[src/rtl/mem_pkg.sv]
// Shared types and helpers for the memory-stage load/store path.
// Lane logic assumes a 32-bit data word (four byte lanes).
package mem_pkg;

    typedef enum logic [1:0] {
        BYTE = 2'b00,
        HALF = 2'b01,
        WORD = 2'b10
    } mem_size_e;

    typedef enum logic [1:0] {
        IDLE      = 2'b00,
        WAIT_RESP = 2'b01,
        DONE      = 2'b10
    } mau_state_e;

    localparam logic [3:0] BE_BYTE = 4'b0001;
    localparam logic [3:0] BE_HALF = 4'b0011;
    localparam logic [3:0] BE_WORD = 4'b1111;

    // The reserved size encoding falls into the default arm and behaves as a word.
    function automatic logic [3:0] byte_enable(input mem_size_e size, input logic [1:0] offset);
        case (size)
            BYTE:    return BE_BYTE << offset;
            HALF:    return BE_HALF << {offset[1], 1'b0};
            default: return BE_WORD;
        endcase
    endfunction

    function automatic logic [31:0] lane_replicate(input mem_size_e size, input logic [31:0] wd);
        case (size)
            BYTE:    return {4{wd[7:0]}};
            HALF:    return {2{wd[15:0]}};
            default: return wd;
        endcase
    endfunction

endpackage

[src/rtl/mem_access_unit_if.sv]
// Data-cache request/response bus between the load/store unit (master)
// and the data cache (slave).
interface mem_access_unit_if #(
    parameter int ADDR_W = 32,
    parameter int DATA_W = 32
);
    logic              req;
    logic              we;
    logic [ADDR_W-1:0] addr;
    logic [3:0]        be;
    logic [DATA_W-1:0] wdata;
    logic              ready;
    logic              rvalid;
    logic [DATA_W-1:0] rdata;

    modport master (
        output req, we, addr, be, wdata,
        input  ready, rvalid, rdata
    );

    modport slave (
        input  req, we, addr, be, wdata,
        output ready, rvalid, rdata
    );
endinterface

[src/rtl/mem_access_unit_load_extend.sv]
// Load data lane selection and sign/zero extension. Purely combinational so
// it can be shared by cached and uncached read paths.
module load_extend
    import mem_pkg::*;
(
    input  logic [31:0] rdata,
    input  logic [1:0]  addr_lo,
    input  mem_size_e   size,
    input  logic        is_unsigned,
    output logic [31:0] result
);

    logic [7:0]  byte_lane;
    logic [15:0] half_lane;

    // NOTE: every always_comb output gets a default before any branch so no latch can be inferred.
    always_comb begin
        byte_lane = rdata[{addr_lo, 3'b000} +: 8];
        half_lane = addr_lo[1] ? rdata[31:16] : rdata[15:0];
        result    = rdata;
        case (size)
            BYTE:    result = {{24{byte_lane[7] & ~is_unsigned}}, byte_lane};
            HALF:    result = {{16{half_lane[15] & ~is_unsigned}}, half_lane};
            default: result = rdata;
        endcase
    end

endmodule

[src/rtl/mem_access_unit.sv]
// M-stage load/store unit: issues data-cache requests, stalls on misses and
// registers extended load data into the M->W boundary for writeback.
module mem_access_unit
    import mem_pkg::*;
#(
    parameter int ADDR_W = 32,
    parameter int DATA_W = 32
) (
    input  logic               clk_i,
    input  logic               rst_i,
    input  logic               mem_read_m_i,
    input  logic               mem_write_m_i,
    input  logic [1:0]         mem_size_m_i,
    input  logic               mem_unsigned_m_i,
    input  logic [ADDR_W-1:0]  addr_m_i,
    input  logic [DATA_W-1:0]  write_data_m_i,
    input  logic               hold_i,
    output logic               stall_m_o,
    output logic               misaligned_m_o,
    mem_access_unit_if.master  dc,
    output logic [DATA_W-1:0]  read_data_w_o
);

    mau_state_e        state, state_next;
    mem_size_e         size;
    logic              valid_op;
    logic              is_load;
    logic              is_store;
    logic              align_err;
    logic              access;
    logic              done_now;
    logic              load_done;
    logic [DATA_W-1:0] ext_data;
    logic [DATA_W-1:0] data_buf;

    assign size     = mem_size_e'(mem_size_m_i);
    assign valid_op = mem_read_m_i | mem_write_m_i;
    assign is_load  = mem_read_m_i;
    assign is_store = mem_write_m_i & ~mem_read_m_i;

    always_comb begin
        align_err = 1'b0;
        case (size)
            BYTE:    align_err = 1'b0;
            HALF:    align_err = addr_m_i[0];
            default: align_err = |addr_m_i[1:0];
        endcase
    end

    assign misaligned_m_o = valid_op & align_err;
    assign access         = valid_op & ~align_err;

    assign dc.we    = is_store;
    assign dc.addr  = {addr_m_i[ADDR_W-1:2], 2'b00};
    assign dc.be    = byte_enable(size, addr_m_i[1:0]);
    assign dc.wdata = lane_replicate(size, write_data_m_i);

    load_extend u_load_extend (
        .rdata       (dc.rdata),
        .addr_lo     (addr_m_i[1:0]),
        .size        (size),
        .is_unsigned (mem_unsigned_m_i),
        .result      (ext_data)
    );

    // Requests are only driven from IDLE; WAIT_RESP and DONE never re-issue.
    always_comb begin
        state_next = state;
        done_now   = 1'b0;
        stall_m_o  = 1'b0;
        dc.req     = 1'b0;
        case (state)
            IDLE: begin
                dc.req    = access;
                done_now  = access & dc.ready & (is_store | dc.rvalid);
                stall_m_o = access & ~done_now;
                if (access & is_load & dc.ready & ~dc.rvalid) begin
                    state_next = WAIT_RESP;
                end else if (done_now & hold_i) begin
                    state_next = DONE;
                end
            end
            WAIT_RESP: begin
                done_now  = dc.rvalid;
                stall_m_o = ~dc.rvalid;
                if (dc.rvalid) begin
                    state_next = hold_i ? DONE : IDLE;
                end
            end
            DONE: begin
                if (!hold_i) begin
                    state_next = IDLE;
                end
            end
            default: state_next = IDLE;
        endcase
    end

    assign load_done = done_now & is_load;

    // NOTE: sequential state uses non-blocking assignments so every flop samples pre-edge values.
    always_ff @(posedge clk_i or negedge rst_i) begin
        if (!rst_i) begin
            state <= IDLE;
        end else begin
            state <= state_next;
        end
    end

    // Parks the completed result while the M->W register is frozen; a store parks zero.
    always_ff @(posedge clk_i or negedge rst_i) begin
        if (!rst_i) begin
            data_buf <= '0;
        end else if (done_now && hold_i) begin
            data_buf <= is_load ? ext_data : '0;
        end
    end

    always_ff @(posedge clk_i or negedge rst_i) begin
        if (!rst_i) begin
            read_data_w_o <= '0;
        end else if (!hold_i && !stall_m_o) begin
            if (load_done) begin
                read_data_w_o <= ext_data;
            end else if (state == DONE) begin
                read_data_w_o <= data_buf;
            end else begin
                read_data_w_o <= '0;
            end
        end
    end

endmodule

[src/flat_wrapper.sv]
// flat-port wrapper written by rule: the top's interface ports become plain ports
module mem_access_unit_flat import mem_pkg::*;
#(
    parameter int ADDR_W = 32,
    parameter int DATA_W = 32
)
  (clk_i, rst_i, mem_read_m_i, mem_write_m_i, mem_size_m_i, mem_unsigned_m_i, addr_m_i, write_data_m_i, hold_i, stall_m_o, misaligned_m_o, read_data_w_o, dc_req, dc_we, dc_addr, dc_be, dc_wdata, dc_ready, dc_rvalid, dc_rdata);
  mem_access_unit_if #(.ADDR_W(ADDR_W), .DATA_W(DATA_W)) dc_i ();
  input  logic clk_i;
  input  logic rst_i;
  input  logic mem_read_m_i;
  input  logic mem_write_m_i;
  input  logic [1:0] mem_size_m_i;
  input  logic mem_unsigned_m_i;
  input  logic [ADDR_W-1:0] addr_m_i;
  input  logic [DATA_W-1:0] write_data_m_i;
  input  logic hold_i;
  output logic stall_m_o;
  output logic misaligned_m_o;
  output logic [DATA_W-1:0] read_data_w_o;
  output wire logic [$bits(dc_i.req)-1:0] dc_req;
  output wire logic [$bits(dc_i.we)-1:0] dc_we;
  output wire logic [$bits(dc_i.addr)-1:0] dc_addr;
  output wire logic [$bits(dc_i.be)-1:0] dc_be;
  output wire logic [$bits(dc_i.wdata)-1:0] dc_wdata;
  input wire logic [$bits(dc_i.ready)-1:0] dc_ready;
  input wire logic [$bits(dc_i.rvalid)-1:0] dc_rvalid;
  input wire logic [$bits(dc_i.rdata)-1:0] dc_rdata;
  assign dc_req = dc_i.req;
  assign dc_we = dc_i.we;
  assign dc_addr = dc_i.addr;
  assign dc_be = dc_i.be;
  assign dc_wdata = dc_i.wdata;
  assign dc_i.ready = dc_ready;
  assign dc_i.rvalid = dc_rvalid;
  assign dc_i.rdata = dc_rdata;
  mem_access_unit #(.ADDR_W(ADDR_W), .DATA_W(DATA_W)) u_core (.clk_i(clk_i), .rst_i(rst_i), .mem_read_m_i(mem_read_m_i), .mem_write_m_i(mem_write_m_i), .mem_size_m_i(mem_size_m_i), .mem_unsigned_m_i(mem_unsigned_m_i), .addr_m_i(addr_m_i), .write_data_m_i(write_data_m_i), .hold_i(hold_i), .stall_m_o(stall_m_o), .misaligned_m_o(misaligned_m_o), .dc(dc_i), .read_data_w_o(read_data_w_o));
endmodule
[config.mk]
export PLATFORM = sky130hd
export DESIGN_NAME = mem_access_unit_flat
export DESIGN_NICKNAME = d
export VERILOG_FILES = /design/src/rtl/mem_pkg.sv /design/src/rtl/mem_access_unit_if.sv /design/src/rtl/mem_access_unit_load_extend.sv /design/src/rtl/mem_access_unit.sv /design/src/flat_wrapper.sv
export SDC_FILE = /design/constraint.sdc
export NUM_CORES = 1
export LEC_CHECK = 0
export CORE_ASPECT_RATIO = 0.8
export CORE_MARGIN = 2
export CORE_UTILIZATION = 41
export DETAILED_ROUTE_END_ITERATION = 10
export GPL_TIMING_DRIVEN = 0
export PLACE_DENSITY = 0.81
export SKIP_CTS_REPAIR_TIMING = 1
export SLEW_MARGIN = 10
export SYNTH_ARGS = -nofsm -noshare
export SYNTH_HDL_FRONTEND = slang
export SYNTH_SLANG_ARGS = --single-unit
[constraint.sdc]
create_clock -name clk_i -period 1.9 [get_ports clk_i]
set_clock_uncertainty 0.05 [all_clocks]
set_input_delay 0.285 -clock clk_i [delete_from_list [all_inputs] [get_ports clk_i]]
set_output_delay 0.285 -clock clk_i [all_outputs]
set_load 0.005 [all_outputs]
Fig. 1: wiring by layer
The bar under the picture is 20 um long.
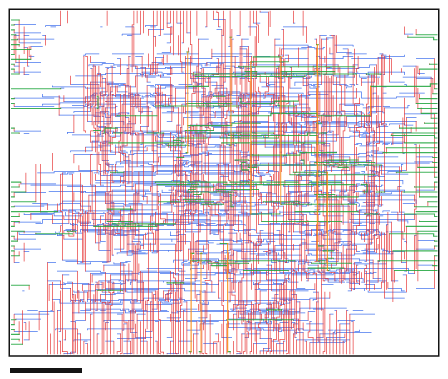
Key: orange = metal 4 [wire length 320 um]; green = metal 3 [wire length 1430 um]; blue = metal 1 [wire length 6480 um]; red = metal 2 [wire length 7750 um]

Fig. 2: clock distribution
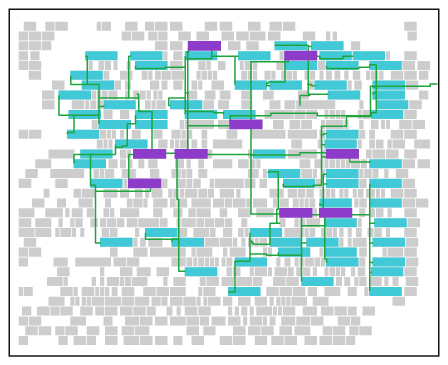
Key: cyan = flip-flops [count 66]; green = clock wires [length 898 um]; purple = clock drivers [count 9]
There are 10 routed clock nets.
clk ins delay skew pair: 330 ps
clock share of power: 0.329
Clk. pwr: 1.69 mW

==> impl_metrics.json <==
{
  "status": "complete, no violations",
  "cp_num_cells": 6,
  "common_cells": "nand2_1 (110), dfrtp_1 (66), nor2_1 (58), o21ai_0 (56), buf_4 (41)",
  "ys_sh_aoi": 0.2380,
  "dp_hpwl_um": 11970,
  "crit_buf_inv": 5,
  "synthFlopType": "dfrtp_1",
  "leakage_nw": 3.085,
  "top_usage_layer": "met2",
  "ys_sh_adder": 0,
  "clk_share": 0.04395,
  "r2r_setup_slack_ps": 80,
  "drt_wl_total_um": 15980,
  "fillers": 849,
  "grtUsageMet2": 0.4538,
  "p_int_mw": 3.631,
  "ir_drop_mv": 0.4573,
  "yosysUniqueCellTypes": 45,
  "largestClassByArea": "buffers",
  "reg2reg_depth": 7,
  "io_pins": 210,
  "edf_count": 0,
  "ys_sh_simple": 0.1766,
  "cp-endpoint": "dc_be[3]",
  "die-height_um": 95.60,
  "cts_tree": "done",
  "htree_levels": 3,
  "floorplanUtilization": 0.4200,
  "antenna_found_initial": 0,
  "grtUsageMet1": 0.3609,
  "largest_area_cell": "dfrtp_1",
  "setup_viol_count_final": 0,
  "mux_share": 0.08467,
  "synthesis.area_um2": 4300,
  "rows": 33,
  "drc": 0,
  "seqPwrFrac": 0.361,
  "seqCellArea_um2": 1652,
  "p_total_mw": 5.143,
  "final_nets": 825,
  "period_used_share": 0.9960,
  "lay_top_count": "clkdlybuf4s50_1",
  "rsz0062_at_grt": "yes",
  "finalHoldViolCount": 0,
  "clock_path_buffers": 2,
  "drv_cap": 0,
  "routed-wl-met2_um": 7752,
  "cpPeakStageDelay_ps": 510,
  "tool_warnings": 27,
  "yosysTopAreaCellShare": 0.3841,
  "r2r-end": "u_core.read_data_w_o[18]$_DFFE_PN0P_",
  "slew_violations": 0,
  "required_ps": 1560,
  "final-nonclk-buf-share": 0.3696,
  "drive_gt1_frac": 0.1948,
  "routed.top_layer": "met4",
  "syn_avg_cell_area_um2": 8.318,
  "fmax_mhz": 528.4,
  "max_slew_margin": 0.4333,
  "reg2reg_from": "u_core.state[0]$_DFFE_PN0P_",
  "lay_top_cells": "clkdlybuf4s50_1 (148), nand2_1 (109), dfrtp_1 (66)",
  "top_logic_kind": "AND-OR/OR-AND gates",
  "final_area_um2": 6889,
  "ant_nets": 0,
  "grt_pass1_vias": 4465,
  "post-route-util": 0.6728,
  "io_buffers": 175,
  "chipArea_um2": 11330,
  "cts_buffers": 9,
  "ys_warn_count": 0,
  "p_comb_frac": 0.310,
  "powerDensity_nw_per_um2": 746.5,
  "logic_gate_count": 368,
  "clock_buffers": 10,
  "synth.area.top_cells": "dfrtp_1 (38%), nand2_1 (9.6%), buf_4 (7.2%)",
  "placed_cells": 833,
  "top_power_group": "registers",
  "gp_congestion": 0.9463,
  "cts.sinks": 66,
  "viasPerCell": 5.576,
  "buffers_excl_clock": 272,
  "worst_slew_pin_slew_ps": 850.0,
  "setup_slack_ps": 7.510,
  "start_kind": "input pin",
  "whs_ps": 9.618,
  "design.seq.count": 66,
  "drtPass1Iterations": 5,
  "num_antenna_cells": 0,
  "gr-usage-met3": 0.05742,
  "ys_async_sr_fraction": 1.000,
  "grt_pass1_wl_um": 23730,
  "core_area_um2": 10240,
  "wire_per_inst_um": 18.50,
  "ys_chip_area_um2": 4300,
  "cp_top_family": "buffers and inverters",
  "grt.overflow.total": 0,
  "yosysMostFrequentCell": "nand2_1",
  "synth_cells": 517,
  "place_ws_ps": -1098,
  "logic_area_um2": 2202,
  "biggestRegsByFlops": "u_core.data_buf x32, u_core.read_data_w_o x32, u_core.state x2",
  "vias": 4818,
  "arrival_ps": 1560,
  "sh_seq_area": 0.2397,
  "wl_met1_um": 6476,
  "endpoint_kind": "primary output",
  "ys_cells": 517,
  "critPathLaunch": "mem_size_m_i[1]",
  "dr_wl_met3_um": 1431,
  "holdCritPathClass": "input pin to async pin",
  "cp_slowest_cell": "clkdlybuf4s50_1",
  "taps": 140,
  "swShare": 0.2941,
  "fin_cells": 864,
  "crit_path_cell_trace": "clkbuf_2 -> buf_6 -> clkinvlp_4 -> buf_4 -> nand2_1 -> clkdlybuf4s50_1",
  "synth_seq_share": 0.3841,
  "ys_sh_xor": 0,
  "area_growth_pct": 60.20,
  "final.setup.tns_ps": 0,
  "drt_iter0_drc": 440,
  "power.switching_mw": 1.512,
  "critPathMaxFanout": 10,
  "ys.flops": 66,
  "min_period_ps": 1892
}
Power is estimated from default activity; no workload was simulated.
